[src/rtl/memwrite_scoreboard.sv]
// memwrite_scoreboard: checks a memory write port against a programmable ordered list of expected writes
module memwrite_scoreboard #(
  parameter int WIDTH = 32,
  parameter int DEPTH = 8,
  parameter int CNTW = 16,
  parameter int STRICT = 0,
  localparam int IW = DEPTH > 1 ? $clog2(DEPTH) : 1,
  localparam int CW = $clog2(DEPTH + 1)
) (
  input  logic             clk,
  input  logic             reset,
  input  logic             cfg_we,
  input  logic [IW-1:0]    cfg_idx,
  input  logic [WIDTH-1:0] cfg_addr,
  input  logic [WIDTH-1:0] cfg_data,
  input  logic             cfg_dataonly,
  input  logic [CW-1:0]    cfg_count,
  input  logic [CNTW-1:0]  timeout,
  input  logic             start,
  input  logic             memwrite,
  input  logic [WIDTH-1:0] dataadr,
  input  logic [WIDTH-1:0] writedata,
  output logic             busy,
  output logic             pass,
  output logic             fail,
  output logic             timed_out,
  output logic [CW-1:0]    match_cnt,
  output logic [CNTW-1:0]  stray_cnt,
  output logic [CNTW-1:0]  cycles,
  output logic [WIDTH-1:0] bad_addr,
  output logic [WIDTH-1:0] bad_data
);
  typedef enum logic [1:0] {IDLE, RUN, PASS, FAIL} state_t;
  state_t state, state_n;
  logic [WIDTH-1:0] tab_addr [DEPTH];
  logic [WIDTH-1:0] tab_data [DEPTH];
  logic [DEPTH-1:0] tab_do;
  logic [CW-1:0] count;
  logic [CNTW-1:0] budget;
  logic [IW-1:0] idx;
  logic run, hit, miss, done, expire;
  assign run = state == RUN;
  assign busy = run;
  assign pass = state == PASS;
  assign fail = state == FAIL;
  assign idx = match_cnt[IW-1:0];
  assign hit = run && memwrite && match_cnt < count && writedata == tab_data[idx] &&
               (tab_do[idx] || dataadr == tab_addr[idx]);
  assign miss = run && memwrite && !hit && count != '0;
  assign done = run && (count == '0 || (hit && match_cnt + CW'(1) == count));
  assign expire = run && budget != '0 && cycles == budget - CNTW'(1);
  // completion outranks timeout when both land on the same cycle
  always_comb state_n = start ? RUN : done ? PASS : (expire || (STRICT != 0 && miss)) ? FAIL : state;
  always_ff @(posedge clk or posedge reset)
    if (reset) state <= IDLE;
    else state <= state_n;
  always_ff @(posedge clk or posedge reset) begin
    if (reset) begin
      tab_addr <= '{default: '0};
      tab_data <= '{default: '0};
      tab_do <= '0;
      count <= '0;
      budget <= '0;
      match_cnt <= '0;
      stray_cnt <= '0;
      cycles <= '0;
      bad_addr <= '0;
      bad_data <= '0;
      timed_out <= 1'b0;
    end else begin
      if (cfg_we && !run) begin
        tab_addr[cfg_idx] <= cfg_addr;
        tab_data[cfg_idx] <= cfg_data;
        tab_do[cfg_idx] <= cfg_dataonly;
      end
      if (start) begin
        count <= cfg_count > CW'(DEPTH) ? CW'(DEPTH) : cfg_count;
        budget <= timeout;
        match_cnt <= '0;
        stray_cnt <= '0;
        cycles <= '0;
        bad_addr <= '0;
        bad_data <= '0;
        timed_out <= 1'b0;
      end else if (run) begin
        cycles <= &cycles ? cycles : cycles + CNTW'(1);
        if (hit) match_cnt <= match_cnt + CW'(1);
        if (miss) begin
          stray_cnt <= &stray_cnt ? stray_cnt : stray_cnt + CNTW'(1);
          // stray_cnt saturates and never returns to zero, so zero marks the first miss
          if (stray_cnt == '0) begin
            bad_addr <= dataadr;
            bad_data <= writedata;
          end
        end
        if (expire && !done) timed_out <= 1'b1;
      end
    end
  end
endmodule

[config.mk]
export PLATFORM = sky130hd
export DESIGN_NAME = memwrite_scoreboard
export DESIGN_NICKNAME = d
export VERILOG_FILES = /design/src/rtl/memwrite_scoreboard.sv
export SDC_FILE = /design/constraint.sdc
export NUM_CORES = 1
export LEC_CHECK = 0
export ABC_AREA = 1
export CAP_MARGIN = 10
export CORE_MARGIN = 3
export CORE_UTILIZATION = 46
export CTS_CLUSTER_DIAMETER = 60
export CTS_CLUSTER_SIZE = 16
export DETAILED_ROUTE_END_ITERATION = 8
export PLACE_DENSITY = 0.65
export SLEW_MARGIN = 30
export SYNTH_ARGS = -nofsm -noshare
export SYNTH_HDL_FRONTEND = slang
export SYNTH_SLANG_ARGS = --single-unit
[constraint.sdc]
create_clock -name clk -period 27.7 [get_ports clk]
set_clock_uncertainty 0.05 [all_clocks]
set_input_delay 2.77 -clock clk [delete_from_list [all_inputs] [get_ports clk]]
set_output_delay 2.77 -clock clk [all_outputs]
set_load 0.01 [all_outputs]
Fig. 1: run 1, congestion heat map
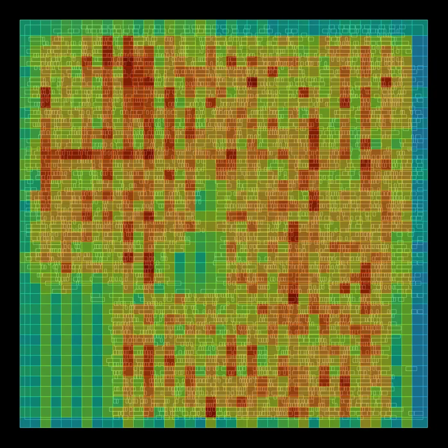
routed len/inst: 17.2 um
routing usage on met1: 0.369
gr busiest metal: met2
met2 usage: 0.399

Fig. 2: run 1, sequential cells colored by netlist name
Other sequential cells in the stronger gray, the rest of the logic in the fainter gray.
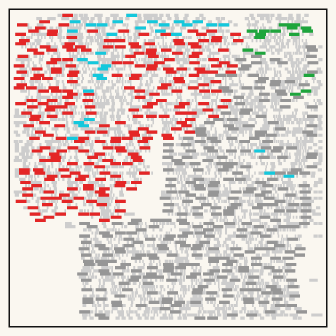
[`bad_data`] cyan | flops: 32
[`tab_data`] red | flops: 256
[`budget`] green | flops: 16 | where: top right
not colored: 339

==> impl_metrics.ini, run 1 <==
; synthesis and place-and-route metrics
[route]
dr.pass1.iters = 6
drtIter0Drc = 2474
drt-total-wl_um = 94300
wl_met2_um = 42100
viasPerCell = 5.16
antenna_left = 0
drc = 0

[global_route]
met3_usage = 0.0398
grt_use_total = 0.254
grt_antenna_before_repair = 7
grt_max_degree = 175

[sta]
setup_tns_ps = 0
post-route-min-period_ps = 5700
layout_setup_ws_ps = 22000

[synth]
synth.logic.top_family = simple AND/OR/NAND/NOR gates
synth-adder-area-share = 0.00383
ys_warn_count = 0

[worst_setup_path]
required_ps = 24880
setup.worst_path.start = match_cnt[1]
arrival_ps = 2880
r2r-end = bad_addr[0]
rrSetupSlack_ps = 22150
r2r_cells = 20
worstPathMaxFanout = 50

[cells_and_area]
ff_count = 643
fin_nets = 4653
top_regs = tab_addr x256, tab_data x256
drive_gt1_frac = 0.0460
clock_area_frac = 0.0490
nClkBuffers = 68
area_growth_pct = 14.5
largestClassByArea = sequential cells
regArea_mm2 = 0.0161

[status]
status = finished, final reports clean

[pwr]
total_power_mw = 2.97
clock_power_mw = 0.805
p_leak_nw = 18.3

[cts]
clock-root-buffer = clkbuf_16

[floorplan]
tapCellCount = 940

[placement]
numPortBuffers = 260
Fig. 3: run 1, power grid
Pins as bars on the die edge. Tap cells in gray.
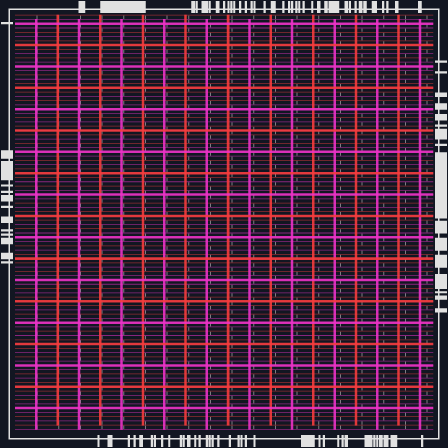
[VSS] magenta
[VDD] red
signal pins: 261
met5 straps: 19

Fig. 4: run 1, cell classes on the final placement
Bar = 100 um.
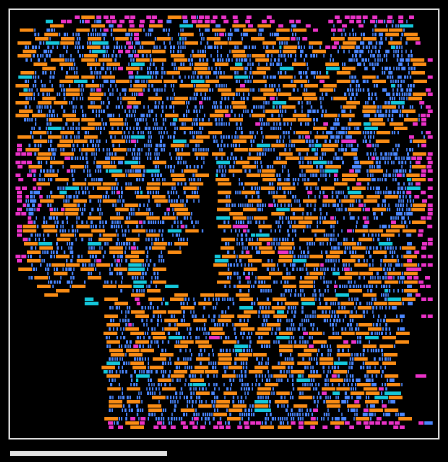
[clock drivers and dummy loads] cyan | cells: 93 | share of their area: 5.1%
[remaining buffers and delay cells] magenta | cells: 298 | share of their area: 8.3%
[remaining logic cells] blue | cells: 3489 | share of their area: 42%
[sequential cells] orange | cells: 643 | share of their area: 44%
core area: 0.0703 mm2
number of cell rows: 97
flop share of the area: 0.430
final core utilization: 0.533
post-route cell area: 0.0374 mm2

Fig. 5: run 1, clock wires, drivers and flops
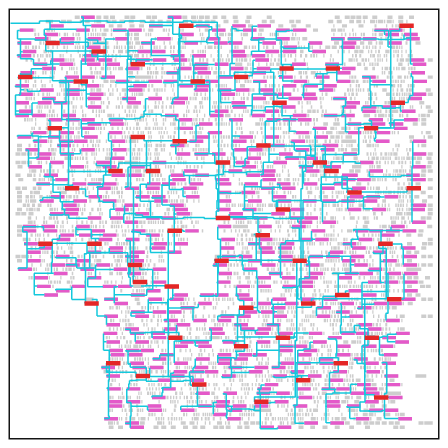

--- run 2 (diff from run 1) ---
PLACE_DENSITY = 0.68   (was 0.65)
clock period = 5.1 ns   (was 27.7 ns; I/O delays follow)
Fig. 6: run 2, clock wires, drivers and flops
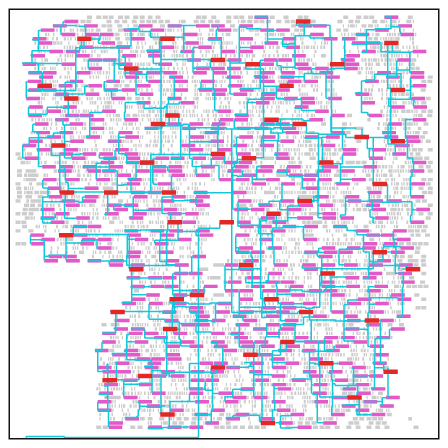
[clock-net drivers] red | count: 54
[flip-flops] magenta | count: 643
[clock wires] cyan | length: 8240 um
flops lie: widely spread
clk pwr: 4.27 mW
Clock Power Share: 0.266
clk_lat worst skew: 600 ps

==> run 2 against run 1 <==
Compared with the run above: combinational power rose to 5.5 times the previous value; via count rose by 0.50%; cell area rose by 0.28%; clock power rose to 5.3 times the previous value; global-route usage barely moved; sequential cell count did not move; register-to-register slack got worse by 21000 ps; critical path depth rose by 13; sequential share of layout area fell by 0.12 points; die size did not move; largest cell class unchanged; highest routed layer unchanged.
==> impl_metrics.ini, run 2 <==
; synthesis and place-and-route metrics
[route]
dr.pass1.iters = 6
drc = 0
wl_per_cell_um = 17.3
drt-total-wl_um = 94400
viasPerCell = 5.19

[synth]
synth.logic.top_family = simple AND/OR/NAND/NOR gates
ys_warn_count = 0

[cells_and_area]
drive_gt1_frac = 0.0456
ff_count = 643
final_area_mm2 = 0.0375
fin_nets = 4656
area_growth_pct = 14.9
seq_share = 0.429
utilization = 0.534
nClkBuffers = 66
clock_area_frac = 0.0467
regArea_mm2 = 0.0161

[global_route]
met3_usage = 0.0478
met2_usage = 0.398
top_usage_layer = met2
grt_use_total = 0.254
met1_usage = 0.365

[worst_setup_path]
r2r_cells = 16
required_ps = 5540
r2r-end = bad_addr[23]
arrival_ps = 4530

[floorplan]
core_area_mm2 = 0.0703
tapCellCount = 940
rows = 97

[pwr]
total_power_mw = 16.1

[sta]
setup_tns_ps = 0
post-route-min-period_ps = 4080
layout_setup_ws_ps = 1020

[cts]
clock-root-buffer = clkbuf_16

[placement]
numPortBuffers = 260

[status]
status = finished, final reports clean
Fig. 7: run 2, power grid
Pins as bars on the die edge. Tap cells in gray.
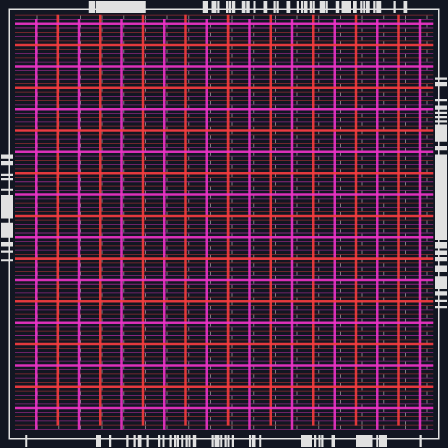
[VSS] magenta
[VDD] red
rows: 97
met1 rails: 98
signal pins: 261
met4 straps: 19
die width: 273 um
Peak supply drop: 270 uV
die height: 273 um

No activity file was given, so power comes from the tool's default toggle rates.
